File: src/rtl/fifo_ctrl_sync_pkg.sv
// Shared types, defaults and width helpers for the
// synchronous FIFO controller.
package fifo_ctrl_sync_pkg;

   localparam int ADDRESS_SIZE_DEFAULT = 4;
   localparam int AEMPTY_DEFAULT       = 2;

   // Pointers carry one extra MSB to tell full from empty
   function automatic int ptr_width(input int addr_size);
      return addr_size + 1;
   endfunction

   function automatic int afull_default(input int addr_size);
      return (1 << addr_size) - 2;
   endfunction

   typedef struct packed {
      logic full;
      logic empty;
      logic almost_full;
      logic almost_empty;
   } status_t;

   typedef struct packed {
      logic overflow;
      logic underflow;
   } err_t;

   localparam status_t STATUS_RST = '{
      full:         1'b0,
      empty:        1'b1,
      almost_full:  1'b0,
      almost_empty: 1'b1
   };

   localparam err_t ERR_RST = '{
      overflow:  1'b0,
      underflow: 1'b0
   };

endpackage

File: src/rtl/fifo_ctrl_sync_if.sv
// Producer/consumer + RAM-side bundle of the FIFO
// controller; slave is the controller itself.
interface fifo_ctrl_sync_if #(
   parameter int ADDRESS_SIZE = 4
);
   logic                    w_en;
   logic                    r_en;
   logic                    flush;
   logic                    err_clr;
   logic                    cw_en;
   logic                    cr_en;
   logic [ADDRESS_SIZE-1:0] w_addr;
   logic [ADDRESS_SIZE-1:0] r_addr;
   logic [ADDRESS_SIZE:0]   count;
   logic                    full;
   logic                    empty;
   logic                    almost_full;
   logic                    almost_empty;
   logic                    overflow;
   logic                    underflow;

   modport master (
      output w_en, r_en, flush, err_clr,
      input  cw_en, cr_en, w_addr, r_addr, count,
      input  full, empty, almost_full, almost_empty,
      input  overflow, underflow
   );

   modport slave (
      input  w_en, r_en, flush, err_clr,
      output cw_en, cr_en, w_addr, r_addr, count,
      output full, empty, almost_full, almost_empty,
      output overflow, underflow
   );
endinterface

File: src/rtl/fifo_ctrl_sync_d_ff_sync.sv
// Plain register with synchronous active-low reset
// to a per-instance value.
module d_ff_sync #(
   parameter int             SIZE        = 1,
   parameter logic [SIZE-1:0] RESET_VALUE = '0
) (
   input  logic            clk,
   input  logic            rst_n,
   input  logic [SIZE-1:0] d,
   output logic [SIZE-1:0] q
);

   // Load d every edge; reset value when rst_n low
   always_ff @(posedge clk) begin
      if (!rst_n) q <= RESET_VALUE;
      else        q <= d;
   end

endmodule

File: src/rtl/fifo_ctrl_sync.sv
// Synchronous FIFO controller: pointers, occupancy,
// registered status flags and sticky error flags.
module fifo_ctrl_sync
   import fifo_ctrl_sync_pkg::*;
#(
   parameter int ADDRESS_SIZE = ADDRESS_SIZE_DEFAULT,
   parameter int AFULL_LEVEL  = afull_default(ADDRESS_SIZE),
   parameter int AEMPTY_LEVEL = AEMPTY_DEFAULT
) (
   input  logic          clk,
   input  logic          rst_n,
   fifo_ctrl_sync_if.slave bus
);

   localparam int DEPTH = 1 << ADDRESS_SIZE;
   localparam int PW    = ptr_width(ADDRESS_SIZE);
   localparam int MSB   = PW - 1;

   localparam logic [PW-1:0] AFULL_L  = PW'(AFULL_LEVEL);
   localparam logic [PW-1:0] AEMPTY_L = PW'(AEMPTY_LEVEL);

   if (ADDRESS_SIZE < 1) begin : g_bad_size
      $error("fifo_ctrl_sync: ADDRESS_SIZE must be >= 1");
   end
   if (AFULL_LEVEL < 1 || AFULL_LEVEL > DEPTH) begin : g_bad_afull
      $error("fifo_ctrl_sync: AFULL_LEVEL out of range");
   end
   if (AEMPTY_LEVEL < 0 || AEMPTY_LEVEL > DEPTH - 1) begin : g_bad_aempty
      $error("fifo_ctrl_sync: AEMPTY_LEVEL out of range");
   end

   logic [PW-1:0] w_ptr_q;
   logic [PW-1:0] r_ptr_q;
   logic [PW-1:0] count_q;
   status_t       stat_q;
   err_t          err_q;

   logic [PW-1:0] w_ptr_nxt;
   logic [PW-1:0] r_ptr_nxt;
   logic [PW-1:0] count_nxt;
   status_t       stat_nxt;
   err_t          err_nxt;
   logic          cw_en;
   logic          cr_en;

   // Accept decisions, next pointers, flags and errors
   always_comb begin
      cw_en     = bus.w_en & ~stat_q.full & ~bus.flush;
      cr_en     = bus.r_en & ~stat_q.empty & ~bus.flush;
      w_ptr_nxt = w_ptr_q + {{(PW-1){1'b0}}, cw_en};
      r_ptr_nxt = r_ptr_q + {{(PW-1){1'b0}}, cr_en};
      if (bus.flush) begin
         w_ptr_nxt = '0;
         r_ptr_nxt = '0;
      end
      count_nxt = w_ptr_nxt - r_ptr_nxt;

      stat_nxt.full = (w_ptr_nxt[MSB] != r_ptr_nxt[MSB]) &&
                      (w_ptr_nxt[MSB-1:0] == r_ptr_nxt[MSB-1:0]);
      stat_nxt.empty        = (w_ptr_nxt == r_ptr_nxt);
      stat_nxt.almost_full  = (count_nxt >= AFULL_L);
      stat_nxt.almost_empty = (count_nxt <= AEMPTY_L);

      // A fresh error beats a same-cycle clear
      err_nxt.overflow  = (bus.w_en & stat_q.full) |
                          (err_q.overflow & ~bus.err_clr);
      err_nxt.underflow = (bus.r_en & stat_q.empty) |
                          (err_q.underflow & ~bus.err_clr);
   end

   d_ff_sync #(.SIZE(PW), .RESET_VALUE('0)) u_w_ptr (
      .clk   (clk),
      .rst_n (rst_n),
      .d     (w_ptr_nxt),
      .q     (w_ptr_q)
   );

   d_ff_sync #(.SIZE(PW), .RESET_VALUE('0)) u_r_ptr (
      .clk   (clk),
      .rst_n (rst_n),
      .d     (r_ptr_nxt),
      .q     (r_ptr_q)
   );

   d_ff_sync #(.SIZE(PW), .RESET_VALUE('0)) u_count (
      .clk   (clk),
      .rst_n (rst_n),
      .d     (count_nxt),
      .q     (count_q)
   );

   d_ff_sync #(.SIZE(4), .RESET_VALUE(STATUS_RST)) u_stat (
      .clk   (clk),
      .rst_n (rst_n),
      .d     (stat_nxt),
      .q     (stat_q)
   );

   d_ff_sync #(.SIZE(2), .RESET_VALUE(ERR_RST)) u_err (
      .clk   (clk),
      .rst_n (rst_n),
      .d     (err_nxt),
      .q     (err_q)
   );

   assign bus.cw_en        = cw_en;
   assign bus.cr_en        = cr_en;
   assign bus.w_addr       = w_ptr_q[ADDRESS_SIZE-1:0];
   assign bus.r_addr       = r_ptr_q[ADDRESS_SIZE-1:0];
   assign bus.count        = count_q;
   assign bus.full         = stat_q.full;
   assign bus.empty        = stat_q.empty;
   assign bus.almost_full  = stat_q.almost_full;
   assign bus.almost_empty = stat_q.almost_empty;
   assign bus.overflow     = err_q.overflow;
   assign bus.underflow    = err_q.underflow;

endmodule

File: src/flat_wrapper.sv
// flat-port wrapper written by rule: the top's interface ports become plain ports
module fifo_ctrl_sync_flat import fifo_ctrl_sync_pkg::*;
#(
   parameter int ADDRESS_SIZE = ADDRESS_SIZE_DEFAULT,
   parameter int AFULL_LEVEL  = afull_default(ADDRESS_SIZE),
   parameter int AEMPTY_LEVEL = AEMPTY_DEFAULT
)
  (clk, rst_n, bus_w_en, bus_r_en, bus_flush, bus_err_clr, bus_cw_en, bus_cr_en, bus_w_addr, bus_r_addr, bus_count, bus_full, bus_empty, bus_almost_full, bus_almost_empty, bus_overflow, bus_underflow);
  fifo_ctrl_sync_if #(.ADDRESS_SIZE(ADDRESS_SIZE)) bus_i ();
  input  logic clk;
  input  logic rst_n;
  input wire logic [$bits(bus_i.w_en)-1:0] bus_w_en;
  input wire logic [$bits(bus_i.r_en)-1:0] bus_r_en;
  input wire logic [$bits(bus_i.flush)-1:0] bus_flush;
  input wire logic [$bits(bus_i.err_clr)-1:0] bus_err_clr;
  output wire logic [$bits(bus_i.cw_en)-1:0] bus_cw_en;
  output wire logic [$bits(bus_i.cr_en)-1:0] bus_cr_en;
  output wire logic [$bits(bus_i.w_addr)-1:0] bus_w_addr;
  output wire logic [$bits(bus_i.r_addr)-1:0] bus_r_addr;
  output wire logic [$bits(bus_i.count)-1:0] bus_count;
  output wire logic [$bits(bus_i.full)-1:0] bus_full;
  output wire logic [$bits(bus_i.empty)-1:0] bus_empty;
  output wire logic [$bits(bus_i.almost_full)-1:0] bus_almost_full;
  output wire logic [$bits(bus_i.almost_empty)-1:0] bus_almost_empty;
  output wire logic [$bits(bus_i.overflow)-1:0] bus_overflow;
  output wire logic [$bits(bus_i.underflow)-1:0] bus_underflow;
  assign bus_i.w_en = bus_w_en;
  assign bus_i.r_en = bus_r_en;
  assign bus_i.flush = bus_flush;
  assign bus_i.err_clr = bus_err_clr;
  assign bus_cw_en = bus_i.cw_en;
  assign bus_cr_en = bus_i.cr_en;
  assign bus_w_addr = bus_i.w_addr;
  assign bus_r_addr = bus_i.r_addr;
  assign bus_count = bus_i.count;
  assign bus_full = bus_i.full;
  assign bus_empty = bus_i.empty;
  assign bus_almost_full = bus_i.almost_full;
  assign bus_almost_empty = bus_i.almost_empty;
  assign bus_overflow = bus_i.overflow;
  assign bus_underflow = bus_i.underflow;
  fifo_ctrl_sync #(.ADDRESS_SIZE(ADDRESS_SIZE), .AFULL_LEVEL(AFULL_LEVEL), .AEMPTY_LEVEL(AEMPTY_LEVEL)) u_core (.clk(clk), .rst_n(rst_n), .bus(bus_i));
endmodule
File: config.mk
export PLATFORM = sky130hd
export DESIGN_NAME = fifo_ctrl_sync_flat
export DESIGN_NICKNAME = d
export VERILOG_FILES = /design/src/rtl/fifo_ctrl_sync_pkg.sv /design/src/rtl/fifo_ctrl_sync_if.sv /design/src/rtl/fifo_ctrl_sync_d_ff_sync.sv /design/src/rtl/fifo_ctrl_sync.sv /design/src/flat_wrapper.sv
export SDC_FILE = /design/constraint.sdc
export NUM_CORES = 1
export LEC_CHECK = 0
export CORE_MARGIN = 5
export CORE_UTILIZATION = 42
export DETAILED_ROUTE_END_ITERATION = 8
export GPL_TIMING_DRIVEN = 0
export HOLD_SLACK_MARGIN = 0.08
export PLACE_DENSITY = 0.74
export SLEW_MARGIN = 20
export SYNTH_ARGS = -nofsm -noshare
export SYNTH_HDL_FRONTEND = slang
export SYNTH_SLANG_ARGS = --single-unit
File: constraint.sdc
create_clock -name clk -period 2.9 [get_ports clk]
set_clock_uncertainty 0.2 [all_clocks]
set_input_delay 0.435 -clock clk [delete_from_list [all_inputs] [get_ports clk]]
set_output_delay 0.435 -clock clk [all_outputs]
set_load 0.005 [all_outputs]
**Signal wires by layer**

Scale: 6 px per um. Two of the layers only.
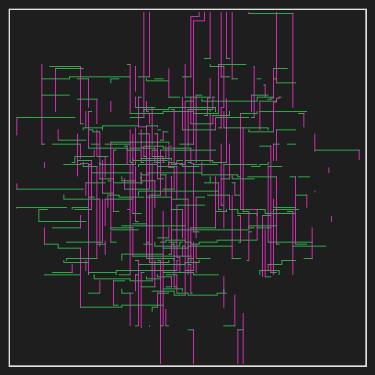
metal 2 -> magenta  # wire length 1130 um
metal 1 -> green  # wire length 857 um

**Supply network**

Scale: 8 px per um. Pins as bars on the die edge. Tap cells in gray.
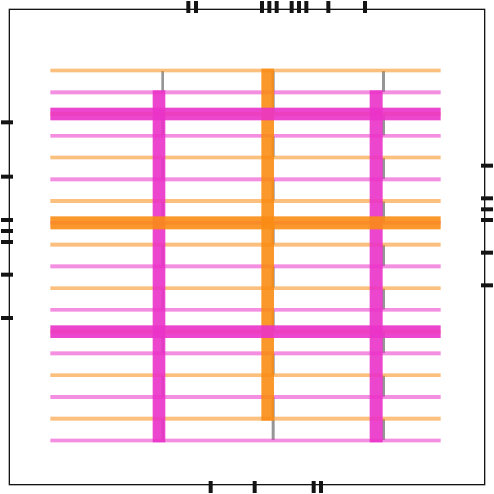
VDD -> orange
VSS -> magenta
met5 straps = 3
met1 rails = 18
rows = 17
tap cells = 28
signal pins = 27

**Signal wires on met2**

Scale: 6 px per um.
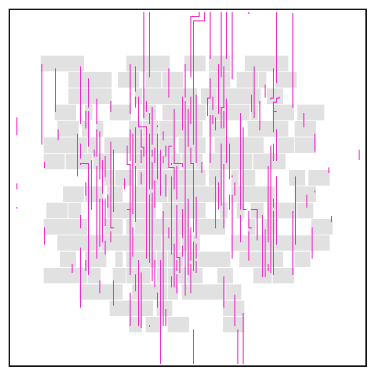
share of all routed wire = 52%
nets with wire on the layer = 137
longest straight run = 32.3 um
wire length on this layer = 1130 um
main direction = vertical

==> impl_metrics.csv <==
group,metric,value,unit
route,drt-wirelength-per-cell,13.47,um
die,ios,27,
route,vias,798,
clocking,clock-sinks,21,
layout,comb_cells,67,
layout,clockBufferCount,4,
synthesis,common_cells,"dfxtp_1 (21), nor2_1 (14), buf_4 (8), ha_1 (8)",
global_routing,use_met1,13.56,%
clocking,numCtsBuffers,3,
layout,lay_top_count,"clkdlybuf4s50_1",
sta,fmax,358.4,MHz
route,drt_iter0_markers,7,
sta,rsz0062_at_grt,"false",
clocking,hold_buffers,0,
power_and_ir_drop,power.share.combinational,9.9,%
route,wl,2196,um
synthesis,top_logic_kind,"simple AND/OR/NAND/NOR gates",
die,num_rows,17,
synthesis,mux_area_share,3.317,%
synthesis,synthesis.area,1018,um^2
sta,worst_slack,0.1098,ns
die,design.core.area,2255,um^2
critical_path,reg2reg_to,"u_core.u_stat.q[1]$_SDFF_PN0_",
layout,dominant_cells,"multi-input combinational cells",
route,routed.top_layer,"met4",
synthesis,yosysWarnings,0,
clocking,post_cts_buffers,2,
synthesis,synthFlopType,"dfxtp_1",
sta,period_minus_slack,2.790,ns
layout,area_growth_syn_to_layout,44.35,%
synthesis,synthAoiAreaFrac,7.125,%
clocking,clock_path_buffers,2,
power_and_ir_drop,p_total,484.6,uW
synthesis,syn_inst,102,
layout,logic_area,611.8,um^2
die,nWellTaps,28,
synthesis,simple_gate_share,20.02,%
critical_path,slowest_delay,0.39,ns
clocking,insertion_delay,0.31,ns
critical_path,path_depth,11,
critical_path,cp_slowest_cell,"fa_2",
critical_path,critPathArrivalTime,2.80,ns
run,warnings,26,
synthesis,yosysUniqueCellTypes,30,
power_and_ir_drop,p_int,372.8,uW
layout,reg.largest.list,"u_core.u_count.q (5), u_core.u_r_ptr.q (5), u_core.u_w_ptr.q (5)",
synthesis,ys_cells,102,
route,drc_errors,0,
sta,tightest_slew,0.4524,ns
layout,n_all_inverters,4,
route,routedLengthMet1,857,um
sta,final.setup.tns,0,ns
run_status,status,"complete, no violations",
layout,seq-cell-share,28.60,%
power_and_ir_drop,seq_power_share,60.8,%
global_routing,first_global_vias,869,
layout,seqCellArea,420.4,um^2
placed_design,place_hpwl,1642,um
power_and_ir_drop,p_per_area,329.6,nW/um^2
placed_design,dpl_cell_area,1339,um^2
power_and_ir_drop,p_switching,111.8,uW
layout,nNetsFinal,151,
synthesis,top_cell,"dfxtp_1",
synthesis,avgSynthCellArea,9.985,um^2
synthesis,fp_nets,117,
synthesis,edf_count,0,
synthesis,ys_ff,21,
placed_design,port_buffers,26,
clocking,clk_pin_slew,0.11,ns
global_routing,met2_usage,24.18,%
sta,hold_violations,0,
critical_path,r2r_cells,9,
clocking,cts_root_buf,"clkbuf_4",
placed_design,place_ws,-0.7971,ns
layout,instances_no_fill,163,
min_path,holdCritStartpoint,"bus_r_en",
critical_path,cp-startpoint,"bus_flush",
critical_path,critical_path_class,"in2reg",
route,postRouteAntennaNets,0,
run,drv_cap,0,
min_path,hold_path.class,"in2reg",
route,drt_first_pass_iters,5,
global_routing,grtUsageMet3,3.486,%
die,die_y,59.25,um
power_and_ir_drop,irDropWorstVdd,221.2,uV
synthesis,synth_adder_area_share,11.79,%
layout,final_cell_area,1470,um^2
critical_path,required,2.91,ns
sta,relSlewSlack,69.84,%
global_routing,busiest_layer,"met2",
synthesis,topCellsByArea,"dfxtp_1 (41%), ha_1 (9.8%), buf_4 (5.9%), nor2_1 (5.2%), xnor2_1 (3.4%)",
power_and_ir_drop,p_clk_share,29.2,%
sta,slew_violations,0,
global_routing,gr-usage-all-layers,13.40,%
layout,diodes,0,
